## config.mk

```make
export PLATFORM = sky130hd
export DESIGN_NAME = kgp_multicycle_sequencer
export DESIGN_NICKNAME = d
export VERILOG_FILES = /design/src/rtl/kgp_seq_pkg.sv /design/src/rtl/kgp_opclass_decode.sv /design/src/rtl/kgp_multicycle_sequencer.sv
export SDC_FILE = /design/constraint.sdc
export NUM_CORES = 1
export LEC_CHECK = 0
export CAP_MARGIN = 20
export CORE_MARGIN = 4
export CORE_UTILIZATION = 40
export CTS_CLUSTER_DIAMETER = 60
export DETAILED_ROUTE_END_ITERATION = 16
export HOLD_SLACK_MARGIN = 0.02
export PLACE_DENSITY_LB_ADDON = 0.05
export SLEW_MARGIN = 40
export SYNTH_ARGS = -nofsm -noshare
export SYNTH_HDL_FRONTEND = slang
export SYNTH_HIERARCHICAL = 1
export SYNTH_SLANG_ARGS = --single-unit
```

## constraint.sdc

```tcl
create_clock -name clk -period 2.6 [get_ports clk]
set_input_delay 0.52 -clock clk [delete_from_list [all_inputs] [get_ports clk]]
set_output_delay 0.52 -clock clk [all_outputs]
set_load 0.01 [all_outputs]
```

## src/rtl/kgp_seq_pkg.sv

```systemverilog
// Shared definitions for the KGPMini multi-cycle sequencer: state and
// opcode-class encodings plus the opcode constants used by the class decoder.
package kgp_seq_pkg;

    localparam logic [2:0] ST_FETCH  = 3'd0;
    localparam logic [2:0] ST_DECODE = 3'd1;
    localparam logic [2:0] ST_EXEC   = 3'd2;
    localparam logic [2:0] ST_MEM    = 3'd3;
    localparam logic [2:0] ST_WB     = 3'd4;
    localparam logic [2:0] ST_HALT   = 3'd5;

    typedef enum logic [2:0] {
        S_FETCH  = ST_FETCH,
        S_DECODE = ST_DECODE,
        S_EXEC   = ST_EXEC,
        S_MEM    = ST_MEM,
        S_WB     = ST_WB,
        S_HALT   = ST_HALT
    } seq_state_t;

    localparam logic [5:0] OP_ALU_R     = 6'b000000;
    localparam logic [5:0] OP_ALU_I     = 6'b000001;
    localparam logic [5:0] OP_LD        = 6'b001000;
    localparam logic [5:0] OP_ST        = 6'b001001;
    localparam logic [5:0] OP_HLT       = 6'b111111;
    // Branches are any opcode of the form 01xxxx: mask the top two bits, then match.
    localparam logic [5:0] OP_BR_MASK   = 6'b110000;
    localparam logic [5:0] OP_BR_MATCH  = 6'b010000;

    typedef enum logic [2:0] {
        CL_ALU_R = 3'd0,
        CL_ALU_I = 3'd1,
        CL_LD    = 3'd2,
        CL_ST    = 3'd3,
        CL_BR    = 3'd4,
        CL_HLT   = 3'd5,
        CL_ILL   = 3'd6
    } op_class_t;

endpackage

```

## src/rtl/kgp_opclass_decode.sv

```systemverilog
// Combinational opcode-to-class decoder; anything not recognised maps to the
// illegal class.
module kgp_opclass_decode
    import kgp_seq_pkg::*;
(
    input  logic [5:0] opcode,
    output op_class_t  op_class
);

    // Map the raw opcode onto its instruction class.
    always_comb begin
        op_class = CL_ILL;
        if ((opcode & OP_BR_MASK) == OP_BR_MATCH) begin
            op_class = CL_BR;
        end else begin
            case (opcode)
                OP_ALU_R: op_class = CL_ALU_R;
                OP_ALU_I: op_class = CL_ALU_I;
                OP_LD:    op_class = CL_LD;
                OP_ST:    op_class = CL_ST;
                OP_HLT:   op_class = CL_HLT;
                default:  op_class = CL_ILL;
            endcase
        end
    end

endmodule

```

## src/rtl/kgp_multicycle_sequencer.sv

```systemverilog
// Multi-cycle FETCH/DECODE/EXEC/MEM/WB sequencer for the KGPMini datapath with
// memory handshakes, sticky halt and retired/cycle counters.
module kgp_multicycle_sequencer
    import kgp_seq_pkg::*;
#(
    parameter int CNT_W = 32
) (
    input  logic             clk,
    input  logic             reset,
    input  logic [5:0]       opcode,
    input  logic             imem_ready,
    input  logic             dmem_ready,
    input  logic             branch_taken,
    output logic             imem_req,
    output logic             ir_write,
    output logic             pc_inc,
    output logic             pc_load,
    output logic             alu_en,
    output logic             dmem_rd,
    output logic             dmem_wr,
    output logic             reg_write,
    output logic             mem_to_reg,
    output logic             halted,
    output logic             illegal_op,
    output logic [2:0]       state,
    output logic [CNT_W-1:0] retired,
    output logic [CNT_W-1:0] cycles
);

    seq_state_t       state_r;
    op_class_t        class_r;
    op_class_t        dec_class_s;
    logic [CNT_W-1:0] retired_r;
    logic [CNT_W-1:0] cycles_r;

    logic imem_req_s, ir_write_s, pc_inc_s, pc_load_s, alu_en_s;
    logic dmem_rd_s, dmem_wr_s, reg_write_s, mem_to_reg_s, halted_s;
    logic illegal_op_s, retire_s;

    kgp_opclass_decode u_opclass_decode (
        .opcode   (opcode),
        .op_class (dec_class_s)
    );

    // Phase sequencing; the class is captured in DECODE and steers later phases.
    always_ff @(posedge clk or posedge reset) begin
        if (reset) begin
            state_r <= S_FETCH;
            class_r <= CL_ALU_R;
        end else begin
            case (state_r)
                S_FETCH: begin
                    if (imem_ready) begin
                        state_r <= S_DECODE;
                    end else begin
                        state_r <= S_FETCH;
                    end
                end
                S_DECODE: begin
                    class_r <= dec_class_s;
                    case (dec_class_s)
                        CL_HLT:  state_r <= S_HALT;
                        CL_ILL:  state_r <= S_FETCH;
                        default: state_r <= S_EXEC;
                    endcase
                end
                S_EXEC: begin
                    case (class_r)
                        CL_ALU_R, CL_ALU_I: state_r <= S_WB;
                        CL_LD, CL_ST:       state_r <= S_MEM;
                        default:            state_r <= S_FETCH;
                    endcase
                end
                S_MEM: begin
                    if (!dmem_ready) begin
                        state_r <= S_MEM;
                    end else if (class_r == CL_LD) begin
                        state_r <= S_WB;
                    end else begin
                        state_r <= S_FETCH;
                    end
                end
                S_WB:    state_r <= S_FETCH;
                S_HALT:  state_r <= S_HALT;
                default: state_r <= S_FETCH;
            endcase
        end
    end

    // Retired-instruction and non-halted cycle counters, both free-wrapping.
    always_ff @(posedge clk or posedge reset) begin
        if (reset) begin
            retired_r <= {CNT_W{1'b0}};
            cycles_r  <= {CNT_W{1'b0}};
        end else begin
            if (state_r != S_HALT) begin
                cycles_r <= cycles_r + CNT_W'(1);
            end else begin
                cycles_r <= cycles_r;
            end
            if (retire_s) begin
                retired_r <= retired_r + CNT_W'(1);
            end else begin
                retired_r <= retired_r;
            end
        end
    end

    // Per-phase enables from state, class register and live handshake inputs.
    always_comb begin
        imem_req_s   = 1'b0;
        ir_write_s   = 1'b0;
        pc_inc_s     = 1'b0;
        pc_load_s    = 1'b0;
        alu_en_s     = 1'b0;
        dmem_rd_s    = 1'b0;
        dmem_wr_s    = 1'b0;
        reg_write_s  = 1'b0;
        mem_to_reg_s = 1'b0;
        halted_s     = 1'b0;
        illegal_op_s = 1'b0;
        retire_s     = 1'b0;
        case (state_r)
            S_FETCH: begin
                imem_req_s = 1'b1;
                ir_write_s = imem_ready;
                pc_inc_s   = imem_ready;
            end
            S_DECODE: begin
                illegal_op_s = (dec_class_s == CL_ILL);
            end
            S_EXEC: begin
                alu_en_s  = 1'b1;
                pc_load_s = (class_r == CL_BR) & branch_taken;
                retire_s  = (class_r == CL_BR);
            end
            S_MEM: begin
                dmem_rd_s = (class_r == CL_LD);
                dmem_wr_s = (class_r == CL_ST);
                retire_s  = (class_r == CL_ST) & dmem_ready;
            end
            S_WB: begin
                reg_write_s  = 1'b1;
                mem_to_reg_s = (class_r == CL_LD);
                retire_s     = 1'b1;
            end
            S_HALT: begin
                halted_s = 1'b1;
            end
            default: begin
                halted_s = 1'b0;
            end
        endcase
    end

    // Reset forces every strobe low at once, even though FETCH would raise imem_req.
    assign imem_req   = imem_req_s   & ~reset;
    assign ir_write   = ir_write_s   & ~reset;
    assign pc_inc     = pc_inc_s     & ~reset;
    assign pc_load    = pc_load_s    & ~reset;
    assign alu_en     = alu_en_s     & ~reset;
    assign dmem_rd    = dmem_rd_s    & ~reset;
    assign dmem_wr    = dmem_wr_s    & ~reset;
    assign reg_write  = reg_write_s  & ~reset;
    assign mem_to_reg = mem_to_reg_s & ~reset;
    assign halted     = halted_s     & ~reset;
    assign illegal_op = illegal_op_s & ~reset;
    assign state      = state_r;
    assign retired    = retired_r;
    assign cycles     = cycles_r;

endmodule

```

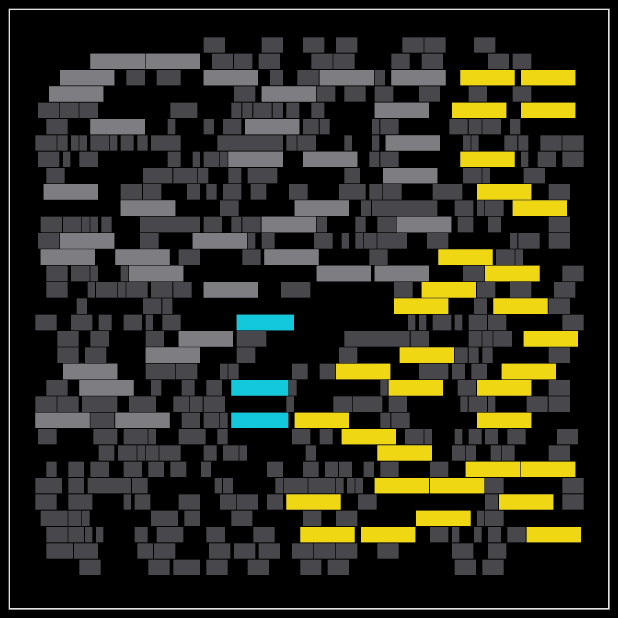
Figure 1: run 1, where the registers sit.
(6 px per um)
| colour | signal | flops |
|---|---|---|
| cyan | state | 3 |
| yellow | cycles | 32 |

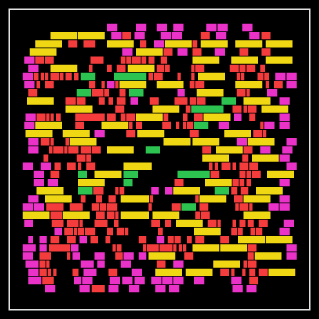
Figure 2: run 1, cell classes on the final placement.
(3 px per um)
| colour | class | cells |
|---|---|---|
| red | combinational and other logic | 229 |
| green | clock drivers and dummy loads | 15 |
| yellow | sequential cells | 70 |
| magenta | remaining buffers and delay cells | 104 |

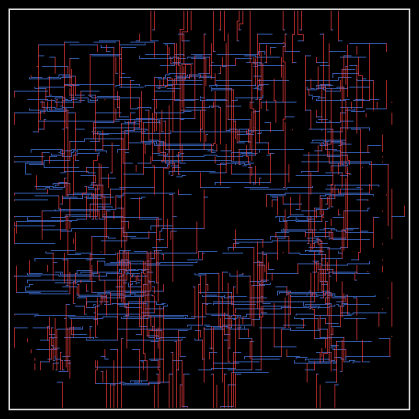
Figure 3: run 1, routed metal, one colour a layer.
(4 px per um) Two of the layers only.
| colour | layer | wire length |
|---|---|---|
| blue | metal 1 | 3,490 um |
| red | metal 2 | 3,520 um |

==> run summary, run 1 <==
Status of the implementation.

- The signal on the critical path passes through clkdlybuf4s50_1 > buf_4 > nor4_2 > buf_4 > clkdlybuf4s50_1.
- From synthesis to final layout, the design area changed by 41.0%.
- The starting utilization of the core area is 0.409, for reference.
- The depth of the most critical reg-to-reg path is 5, for reference.
- On the worst path, the slowest cell contributes a delay of 520 ps.
- The CTS tree is built, for reference.
- The design has 70 sequential cells.
- For this run, the final setup violation count is recorded as 0.
- Per the TritonCTS log, the buffer count is 9.
- The skew report gives the latency at the later pin of the worst-skew pair as 340 ps.
- Per the post-synthesis report, the number of cells in the design is 308.
- In the setup report, the worst path falls into the class primary input to primary output.
- The synthesized design spends more area on one cell type than any other, namely sky130_fd_sc_hd__dfrtp_1.
- The worst hold path stage count is 1, for reference.
- The multi-input combinational cells in the finished layout cover a total of 0.00158 mm^2.
- Measured on the final layout, buffering overhead outside the clock network stands at 0.212.
- Summed over all routing layers, the global router reports a total usage of 0.160.
- The category of the worst setup path capture point is a primary output, for reference.
- The layout report lists the clock-cell share of area as 0.0517.
- The number of enable flip-flop cells is 0, for reference.
- Recorded from the global router log, the overflow total was 0.
- The finished design was reported to have a net count of 427.
- The number of diodes is 0, for reference.
- The filler cell count is 738, for reference.
- In the log, the iteration count for the first detailed-route pass is 4.
- Per Yosys stat, the portion of area used by sequential elements is 0.521.
- The script parses the final routing iteration and logs DRC violations as 0.
- The yosys warning tally is 6, for reference.
- The clock period could shrink to 2510 ps.
- The aggregate negative setup slack is 0 ps, for reference.
- The critical path depth is 5, for reference.
- The worst path meets setup with 86.1 ps of slack.
- After floorplanning, the die was sized to cover 0.00994 mm^2.
- OpenSTA, run right after detailed placement, puts the worst setup slack at -318 ps.
- The flow ran to the end, and the final reports show no timing, DRC or antenna violations.
- The count of multi-input combinational gates is 222, for reference.
- The fraction of cell area in multi-input combinational cells is reported as 0.332.
- The total wire length after detailed routing is 7430 um, for reference.
- The maximum number of buffers from clock root to sink is 2, for reference.
- Warnings raised by the tools during the run amount to 26.
- The non-clock buffer count in the final layout is 104, for reference.
- The dominant kind of cell is flip-flops and latches, for reference.
- The detailed router placed 2,649 vias in this run.
- The total power per unit cell area is 693 mW/mm^2, for reference.
- For this run, the detailed router reports a per-instance via density of 5.07.
- The type of element launching the critical path is a primary input, for reference.
- The maximum frequency from static timing analysis is 398 MHz, for reference.
- The CTS log lists the clock sinks for this run as 70.
- The floorplan has 33 rows.
- The routability congestion estimate is 0.796, for reference.
- The dominant logic cell type in the layout is sky130_fd_sc_hd__clkdlybuf4s50_1, for reference.
- Hold-check failures listed in the final report amount to 0.
- The horizontal extent of the die is 99.7 um, for reference.
- The number of buffers and inverters on the critical path is 4.
- The core region area is 0.00822 mm^2, for reference.
- The post-CTS resize count is 7, for reference.
- The main area contributors are sky130_fd_sc_hd__dfrtp_1 52%, sky130_fd_sc_hd__xnor2_1 9.4%, sky130_fd_sc_hd__xor2_1 7.0%, sky130_fd_sc_hd__nand2_1 3.5%, sky130_fd_sc_hd__nand3_1 2.8%.
- The count of nets left with antenna violations once routing finished came out at 0.
- The chip area estimate from yosys synthesis is 0.00336 mm^2, for reference.
- The clock H-tree reported by CTS has 3 levels.
## run 1: path summary, 6_finish.rpt
path	slack, ps	endpoint	startpoint
min in group asynchronous	820	cycles[12]	reset
worst min-delay path	470	cycles[31]	cycles[31]
worst max register to register	180	retired[30]	retired[4]
max in group asynchronous	1380	state[1]	reset
worst max-delay path	90	imem_req	reset
worst min register to register	470	cycles[31]	cycles[31]
## run 1: logic make-up after synthesis
kind of cell	count (synthesis)	share of synthesized area
and+or+nand+nor	139	0.235
xor gates and xnor gates	63	0.164
DFF	70	0.521
adders and majority gates	2	0.00744
AOI/OAI and AO/OA	12	0.0335
buffers and inverters	16	0.0194
muxes	6	0.0197
## run 1: per-stage QoR
step           cells  utilization  hold WS [ps]  power [mW]  area, um^2
6_report         523        0.577           474        3.28        4740
5_1_grt          523        0.577           506        3.47        4740
4_1_cts          523        0.573           485        3.31        4710
3_5_place_dp     508        0.542           471        2.23        4460
3_3_place_gp     508        0.542           455        2.22        4460
2_1_floorplan    308            -           504        1.81        3360
## run 1: metal layers
metal  part of all wire  track usage
met4             0.0097       0.0452
met1               0.47        0.210
met5                  0            0
met3              0.047       0.0505
met2               0.47        0.256
## run 1: power by group
| group | total (mW) | internal, mW | switching, mW |
|---|---|---|---|
| logic | 0.778 | 0.443 | 0.335 |
| clock network | 1.08 | 0.662 | 0.413 |
| registers | 1.43 | 1.22 | 0.210 |
| total | 3.28 | 2.33 | 0.959 |
## run 1: cell usage after synthesis (all sizes together) (2+ instances only)
master  number
nand2b       5
nor3b        3
nand3       19
xnor2       36
and3         5
nor3        14
nand4       13
ha           2
nand3b       3
clkbuf       7
or2          2
nor4         5
nand2       31
and2         3
buf          2
a21oi        2
and4         7
nor2        16
or4          4
mux2         5
xor2        27
inv          7
nor4b        2
or3          2
o21ai        3
dfrtp       70
Figure 4. Placed standard cells (run 1).
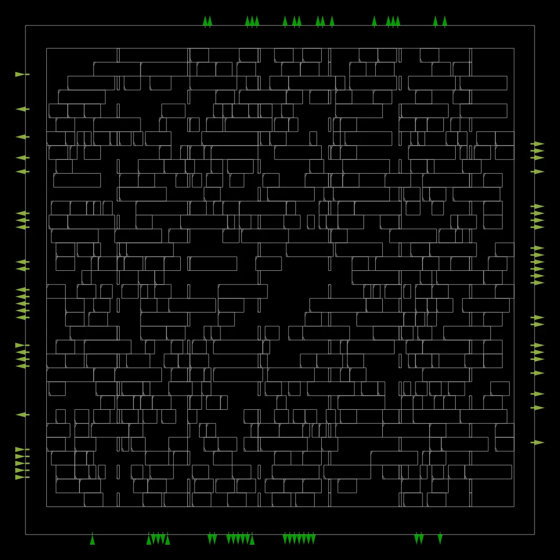

==> run 2, diff against run 1 <==
--- a/config.mk
+++ b/config.mk
@@ -5,7 +5,7 @@
 export SDC_FILE = /design/constraint.sdc
 export NUM_CORES = 1
 export LEC_CHECK = 0
-export CAP_MARGIN = 20
+export CORE_ASPECT_RATIO = 1.75
 export CORE_MARGIN = 4
 export CORE_UTILIZATION = 40
 export CTS_CLUSTER_DIAMETER = 60
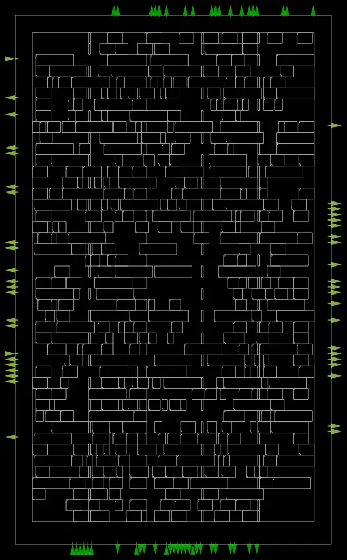
Figure 5: run 2, placed standard cells.
registers: 70
Layout Utilization: 0.582

==> run summary, run 2 <==
Status of the implementation.

- The total power per unit cell area came to 734 mW/mm^2 (+6.0%).
- Ranked by instance count, the synthesized netlist is headed by 70 x sky130_fd_sc_hd__dfrtp_1, 36 x sky130_fd_sc_hd__xnor2_1, 31 x sky130_fd_sc_hd__nand2_1, 27 x sky130_fd_sc_hd__xor2_1, 19 x sky130_fd_sc_hd__nand3_1.
- By area the synthesized netlist is led by sky130_fd_sc_hd__dfrtp_1 52%, sky130_fd_sc_hd__xnor2_1 9.4%, sky130_fd_sc_hd__xor2_1 7.0%, sky130_fd_sc_hd__nand2_1 3.5%, sky130_fd_sc_hd__nand3_1 2.8%.
- The count of H-tree levels built during CTS was 3 (unchanged).
- The complex-gate fraction of the synthesized area is 0.0335 (unchanged), for reference.
- The starting utilization of the core area is 0.407 (-0.00205), for reference.
- The final worst clock skew is 6.39 ps, for reference.
- The vertical die dimension reported for this design is 129 um.
- The share of the synthesized area in the top cell type is 0.521, for reference.
- The number of hold violations in the final report is 0 (unchanged), for reference.
- The number of enable flip-flop cells is 0 (unchanged).
- The power after layout is 3.53 mW (+7.5%), for reference.
- The total wire length after detailed routing is 8110 um (+9.2%), for reference.
- The post-detailed-route DRC marker count is 0 (unchanged).
- The number of nets still failing antenna checks after routing was 0 (unchanged).
- For this design, Yosys synthesis ends with a cell count of 308.
- The sequential area share after synthesis is 0.521 (unchanged), for reference.
- The synthesized netlist occupies a cell area of 0.00336 mm^2.
- After synthesis, the largest family of logic cells by area is simple AND/OR/NAND/NOR gates.
- The fraction of the mapped netlist area in adder cells is 0.00744 (unchanged), for reference.
- The die area is 0.00999 mm^2 (+0.58%).
- The largest total area in the synthesized netlist belongs to sky130_fd_sc_hd__dfrtp_1.
- The arrival time of data at the critical path endpoint is 2030 ps, for reference.
- STA lists the endpoint of the worst register-to-register path as retired[30].
- The horizontal extent of the die came to 77.3 um (-22%).
- STA classifies the critical path endpoint as a primary output.
- The run finished with clean final reports.
- The critical path start-end classification is primary input to primary output, for reference.
- The CTS tree is built, for reference.
- The number of diodes is 0 (unchanged), for reference.
- The clock latency on the worst-skew pair is 330 ps (about the same), for reference.
- The most common logic cell in the final layout is sky130_fd_sc_hd__clkdlybuf4s50_1.
- 89 I/O pins were placed.
- The maximum number of buffers from clock root to sink was 2 (unchanged).
- The routability congestion estimate came to 0.816 (+2.5%).
- The total global routing overflow is 0 (unchanged), for reference.
- The post-synthesis share of cell area spent on and, or, nand and nor gates was 0.235 (unchanged).
- The maximum frequency from static timing analysis came to 392 MHz (-1.4%).
- OpenSTA lists the critical path startpoint as opcode[4].
- The area fraction in xor and xnor cells is 0.164 (unchanged), for reference.
- STA classifies the critical path startpoint as a primary input.
- The worst hold path stage count is 1 (unchanged), for reference.
- The chip area estimate from yosys synthesis was 0.00336 mm^2 (unchanged).
- The placed wire-length estimate is 6120 um, for reference.
- The number of maximum-capacitance constraint violations is 0, for reference.
- The register-to-register setup slack was 250 ps (+70 ps).
- The number of buffers created by CTS is 9 (unchanged), for reference.
- The launch point of the worst reg-to-reg path is retired[5], for reference.
- The peak supply drop is 0.490 mV, for reference.
- The yosys warning tally is 6 (unchanged).
- The total via count in the routed design is 2,686 (+1.4%), for reference.
- The total setup violations reported at the end of the flow is 0 (unchanged), for reference.
- The iteration tally of the first detailed-router pass is 4 (unchanged).
- The clock sink count is 70 (unchanged), for reference.
- The endpoint of the worst hold path is reported as cycles[31].
- The proportion of synthesized area in mux cells is 0.0197 (unchanged), for reference.
- The final net count was 430 (+0.70%).
- From synthesis to final layout, the design area changed by 43.0%.
- Per the synth log, the flip-flop and latch total comes to 70.
- Dividing the final minimum period by the clock period gives 0.980.
- Per the hold report, the tightest min-delay path originates at cycles[31].
- The most common logic cells in the final layout are 83 x sky130_fd_sc_hd__clkdlybuf4s50_1, 68 x sky130_fd_sc_hd__dfrtp_1, 36 x sky130_fd_sc_hd__xnor2_1.
- The most instantiated library cell after synthesis is sky130_fd_sc_hd__dfrtp_1, for reference.
- The overall track demand over capacity in global routing is 0.174 (+0.0137).
- The worst hold-check path type is flop to flop, for reference.
- The depth of the most critical reg-to-reg path is 5 (unchanged).
- The hold slack came to 462 ps (-11.8 ps).
- The root buffer cell chosen for the clock tree is sky130_fd_sc_hd__clkbuf_16.
- The end point of the critical path is illegal_op, for reference.
- The clock period minus worst slack was 2550 ps (+34.6 ps).
- The tally of OpenROAD warnings is 26 (unchanged), for reference.
- The aggregate negative setup slack was 0 ps (unchanged).
- The cell count after synthesis is 308 (unchanged), for reference.
- The vias per cell came to 5.23 (+3.2%).
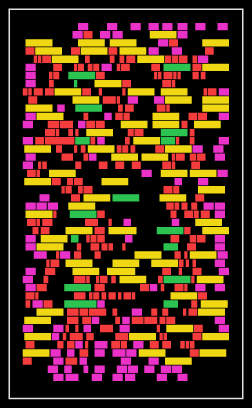
Figure 6: run 2, cell classes on the final placement.
(3 px per um)
Placeable Area: 0.00826 mm^2
area of all placed cells without fillers: 0.00481 mm^2
Row Count: 44
fraction of standard cell area that is sequential: 0.365

run 2: critical path: stages:
cell and delay, ps:
sky130_fd_sc_hd__clkdlybuf4s50_1 420, sky130_fd_sc_hd__or4_4 540, sky130_fd_sc_hd__o22ai_2 170, sky130_fd_sc_hd__nor2_1 60
sky130_fd_sc_hd__and4_1 190, sky130_fd_sc_hd__buf_2 130
run 2: where the power goes:
| group | internal (mW) | total, mW | switching (mW) | leakage (nW) |
|---|---|---|---|---|
| clock | 0.848 | 1.30 | 0.448 | 0.155 |
| sequential | 1.22 | 1.41 | 0.189 | 0.873 |
| combinational | 0.461 | 0.822 | 0.361 | 0.963 |
run 2: logic make-up (layout without fill, tap and decap cells):
logic type | after synthesis | in the layout
AND/OR/NAND/NOR | 139 | 139
flip-flops | 70 | 70
XOR/XNOR | 63 | 63
buffers and inverters | 16 | 130
AND-OR/OR-AND | 12 | 12
multiplexers | 6 | 6
adder cells (fa/ha/maj) | 2 | 2
run 2: repair_timing:
item                                    CTS  global route
pin swaps                                 2             1
gates resized                             4             9
hold buffers                              0             0
endpoints found under the setup margin    1             8
buffers inserted                          0             0
gates cloned                              0             0
run 2: final cells by class:
class                   count  area, um^2
well taps                  92         115
inverters                   7        26.3
multi-input cells         222        1560
repair buffers            107        1030
clock inverters             2        37.5
clock buffers              14         284
fillers                   732        3450
flip-flops and latches     70        1750
run 2: per-stage QoR:
step	setup WS [ps]	cell area, um^2	cells
final	51.4	4810	514
after global routing	8.89	4810	514
after CTS	13.9	4780	514
after detailed placement	-324	4460	498
after global placement	-314	4460	498
after floorplan	120	3360	308
run 2: routing by layer:
layer	wire [um]	GRT usage	vias up
met1	3140	0.194	1311
met4	245	0.0881	0
li1	-	-	1292
met3	304	0.0424	17
met2	4420	0.308	66
met5	0	0	-
==> run 3, diff against run 2 <==
--- a/config.mk
+++ b/config.mk
@@ -7,7 +7,7 @@
 export LEC_CHECK = 0
 export CORE_ASPECT_RATIO = 1.75
 export CORE_MARGIN = 4
-export CORE_UTILIZATION = 40
+export CORE_UTILIZATION = 28
 export CTS_CLUSTER_DIAMETER = 60
 export DETAILED_ROUTE_END_ITERATION = 16
 export HOLD_SLACK_MARGIN = 0.02
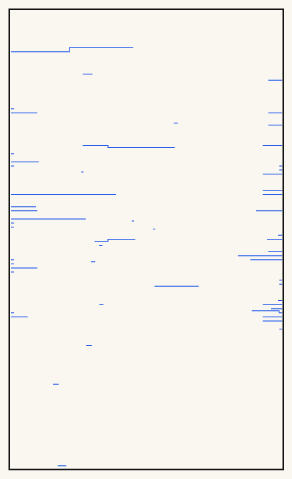
Figure 7: run 3, the metal 3 layer.
(3 px per um)
longest straight run: 34.7 um
main direction: horizontal

==> run summary, run 3 <==
Status of the implementation.

- The number of diodes is 0 (unchanged).
- The number of enable flip-flop cells was 0 (unchanged).
- The slowest cell on the critical path is sky130_fd_sc_hd__or4_4, for reference.
- The die area is 0.0139 mm^2 (+39%).
- The starting utilization of the core area is 0.289 (-0.118), for reference.
- The chip area estimate from yosys synthesis came to 0.00336 mm^2 (unchanged).
- The most frequent cell on the critical path is sky130_fd_sc_hd__buf_4, for reference.
- The clock period minus worst slack is 2520 ps (-29.8 ps), for reference.
- The maximum frequency from static timing analysis was 397 MHz (+1.2%).
- The I/O pin total was 89 (unchanged).
- The count of sequential standard cells was 70 (unchanged).
- The run finished with clean final reports.
- The yosys warning tally came to 6 (unchanged).
- The proportion of cell area occupied by multi-input gates is 0.315 (-0.0101), for reference.
- The detailed route wirelength on metal3 is 347 um (+14%), for reference.
- The power after layout was 3.67 mW (+4.1%).
- The hold slack is 465 ps (+2.32 ps), for reference.
- The post-detailed-route DRC marker count is 0 (unchanged), for reference.
- The number of hold violations in the final report is 0 (unchanged), for reference.
- The final worst clock skew is 8.99 ps (+2.60 ps), for reference.
- The area fraction in xor and xnor cells is 0.164 (unchanged).
- The dominant logic cell type in the layout is sky130_fd_sc_hd__clkdlybuf4s50_1, for reference.
- The number of nets still failing antenna checks after routing was 0 (unchanged).
- By count the netlist is led by 70 x sky130_fd_sc_hd__dfrtp_1, 36 x sky130_fd_sc_hd__xnor2_1, 31 x sky130_fd_sc_hd__nand2_1, 27 x sky130_fd_sc_hd__xor2_1, 19 x sky130_fd_sc_hd__nand3_1.
- The total global routing overflow came to 0 (unchanged).
- The iteration tally of the first detailed-router pass is 4 (unchanged), for reference.
- The total placed instance area came to 0.00454 mm^2 (+1.8%).
- The wire length on met1 is 3380 um (+7.7%), for reference.
- The category of the worst setup path capture point is a flop, for reference.
- The proportion of synthesized area in mux cells is 0.0197 (unchanged), for reference.
- The final cell area excluding filler cells came to 0.00499 mm^2 (+3.7%).
- The post-synthesis sequential element count is 70 (unchanged), for reference.
- The peak-usage layer in the global routing report is met2, for reference.
- The met1 demand-to-capacity share in global routing is 0.145 (-0.0483), for reference.
- The count of buffering cells on the critical path with inverters included is 9 (+7), for reference.
- The maximum number of buffers from clock root to sink was 2 (unchanged).
- The global-route track usage on met2 is 0.243 (-0.0650), for reference.
- The clock latency on the worst-skew pair came to 340 ps (about the same).
- The highest metal layer used by the detailed router is met4, for reference.
- TritonCTS built the clock tree.
- The biggest slice of the area belongs to flip-flops and latches.
- The peak supply drop is 0.304 mV (-38%), for reference.
- The number of maximum-capacitance constraint violations came to 0 (unchanged).
- The total power per unit cell area came to 737 mW/mm^2 (+0.36%).
- The count of multi-input combinational gates came to 222 (unchanged).
- Looking at the gate-level netlist, the highest instance count belongs to sky130_fd_sc_hd__dfrtp_1.
- For reference, the critical path cell chain is dlygate4sd2_1 > or4_4 > o22ai_4 > buf_4 > buf_4 > buf_4 > buf_4 > buf_4 > buf_4 > buf_4 > buf_4 > and3b_1 > o21ai_1 > a21boi_2 > o21ai_1.
- The clock sink count is 70 (unchanged), for reference.
- The share of the synthesized area in the top cell type is 0.521 (unchanged), for reference.
- The total wire length after detailed routing is 8780 um (+8.2%), for reference.
- The most common logic cells in the final layout are 80 x sky130_fd_sc_hd__clkdlybuf4s50_1, 68 x sky130_fd_sc_hd__dfrtp_1, 36 x sky130_fd_sc_hd__xnor2_1.
- The proportion of final cell area spent on non-clock buffers is 0.225 (+0.0107), for reference.
- The netlist area before placement is 0.00336 mm^2 (unchanged), for reference.
- The sequential cell area in the final layout is 0.00175 mm^2 (unchanged).
- The critical path in this run is classified as primary input to flop.
- The horizontal extent of the die is 90.8 um (+18%), for reference.
- The number of standard cells reported by yosys is 308 (unchanged), for reference.
- The filler cell count is 1,131 (+55%), for reference.
- The post-synthesis share of cell area spent on and, or, nand and nor gates was 0.235 (unchanged).
- The number of clock-tree buffers in the layout is 10 (-4), for reference.
- The post-synthesis to final-layout area growth is 48.3%, for reference.
- The gate family responsible for the most delay along the worst path is buffers and inverters, for reference.
- The cell count after synthesis is 308 (unchanged), for reference.
- For reference, the top cells by area after synthesis are sky130_fd_sc_hd__dfrtp_1 52%, sky130_fd_sc_hd__xnor2_1 9.4%, sky130_fd_sc_hd__xor2_1 7.0%, sky130_fd_sc_hd__nand2_1 3.5%, sky130_fd_sc_hd__nand3_1 2.8%.
- The share of cell area taken by flip-flops and latches is 0.352 (-0.0130), for reference.
- The met2 wire length is 4830 um (+9.2%), for reference.
- The count of non-CTS inverters in the layout is 7 (unchanged), for reference.
- The sequential area share after synthesis came to 0.521 (unchanged).
- The tally of OpenROAD warnings is 27 (+3.8%).
- The end-of-flow core utilization is 0.428 (-0.154).
- The final net count is 440 (+2.3%), for reference.
- The number of buffers created by CTS is 9 (unchanged).
- The overall track demand over capacity in global routing was 0.135 (-0.0396).
- The vias per cell was 4.79 (-8.3%).
- The total via count in the routed design came to 2,712 (+0.97%).
- Among the non-sequential cells, simple AND/OR/NAND/NOR gates take the most area.
- The number of tapcells is 135 (+47%), for reference.
- STA classifies the critical path startpoint as a primary input.
- The number of hold-repair buffers added at the cts stage is 0 (unchanged).
- The complex-gate fraction of the synthesized area is 0.0335 (unchanged), for reference.
- The routability congestion estimate is 0.763 (-6.5%), for reference.
- The vertical die dimension is 153 um (+18%).
- The combinational gate area was 0.00157 mm^2 (+0.48%).
- The non-clock buffer count in the final layout is 117 (+9.3%).
- The fraction of the mapped netlist area in adder cells came to 0.00744 (unchanged).
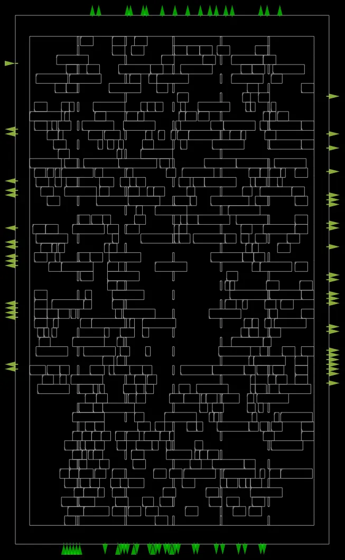
Figure 8: run 3, placed standard cells.
Placeable Area: 0.0116 mm^2
Row Count: 52

run 3: cell count changes in the layout (fill, tap and decap cells not counted), moves of 2 or more:
cell	delta
sky130_fd_sc_hd__clkdlybuf4s50_1	-3
sky130_fd_sc_hd__clkbuf_8	-3
sky130_fd_sc_hd__o21ai_0	-2
sky130_fd_sc_hd__clkinv_4	+2
sky130_fd_sc_hd__buf_4	+9
sky130_fd_sc_hd__dlymetal6s2s_1	+2
sky130_fd_sc_hd__bufinv_16	+2
sky130_fd_sc_hd__o21ai_1	+2
run 3: final timing paths:
kind                                 start     endpoint  slack (ps)  cells after the start
worst max-delay path             opcode[1]     state[0]          80                     15
worst min-delay path            cycles[31]   cycles[31]         460                      1
worst max register to register  retired[4]  retired[30]         320                      5
worst min register to register  cycles[31]   cycles[31]         460                      1
max in group asynchronous            reset     state[1]        1400                      4
min in group asynchronous            reset    cycles[3]         860                      4
run 3: kinds of logic after synthesis:
logic type	count (synthesis)
AND-OR/OR-AND	12
XOR/XNOR	63
adder cells (fa/ha/maj)	2
buffers and inverters	16
flip-flops	70
multiplexers	6
AND/OR/NAND/NOR	139
run 3: what timing repair did:
| action | 4_1_cts | 5_1_grt |
|---|---|---|
| pin swaps | 1 | 5 |
| gates resized | 7 | 14 |
| setup buffers | 7 | 1 |
| setup endpoints to repair | 1 | 9 |
run 3: where the power goes:
part,internal (mW),switching [mW]
Clock,0.961,0.476
Sequential,1.22,0.208
Combinational,0.456,0.350
Total,2.64,1.03
run 3: stage by stage:
step	setup TNS, ps	worst slack [ps]	cells
after CTS	-48.7	-48.7	565
after floorplan	0	120	308
after detailed placement	-347	-347	543
after global placement	-308	-308	543
final	0	81.2	566
after global routing	-1.78	-1.78	566
No activity file was given, so power comes from the tool's default toggle rates.
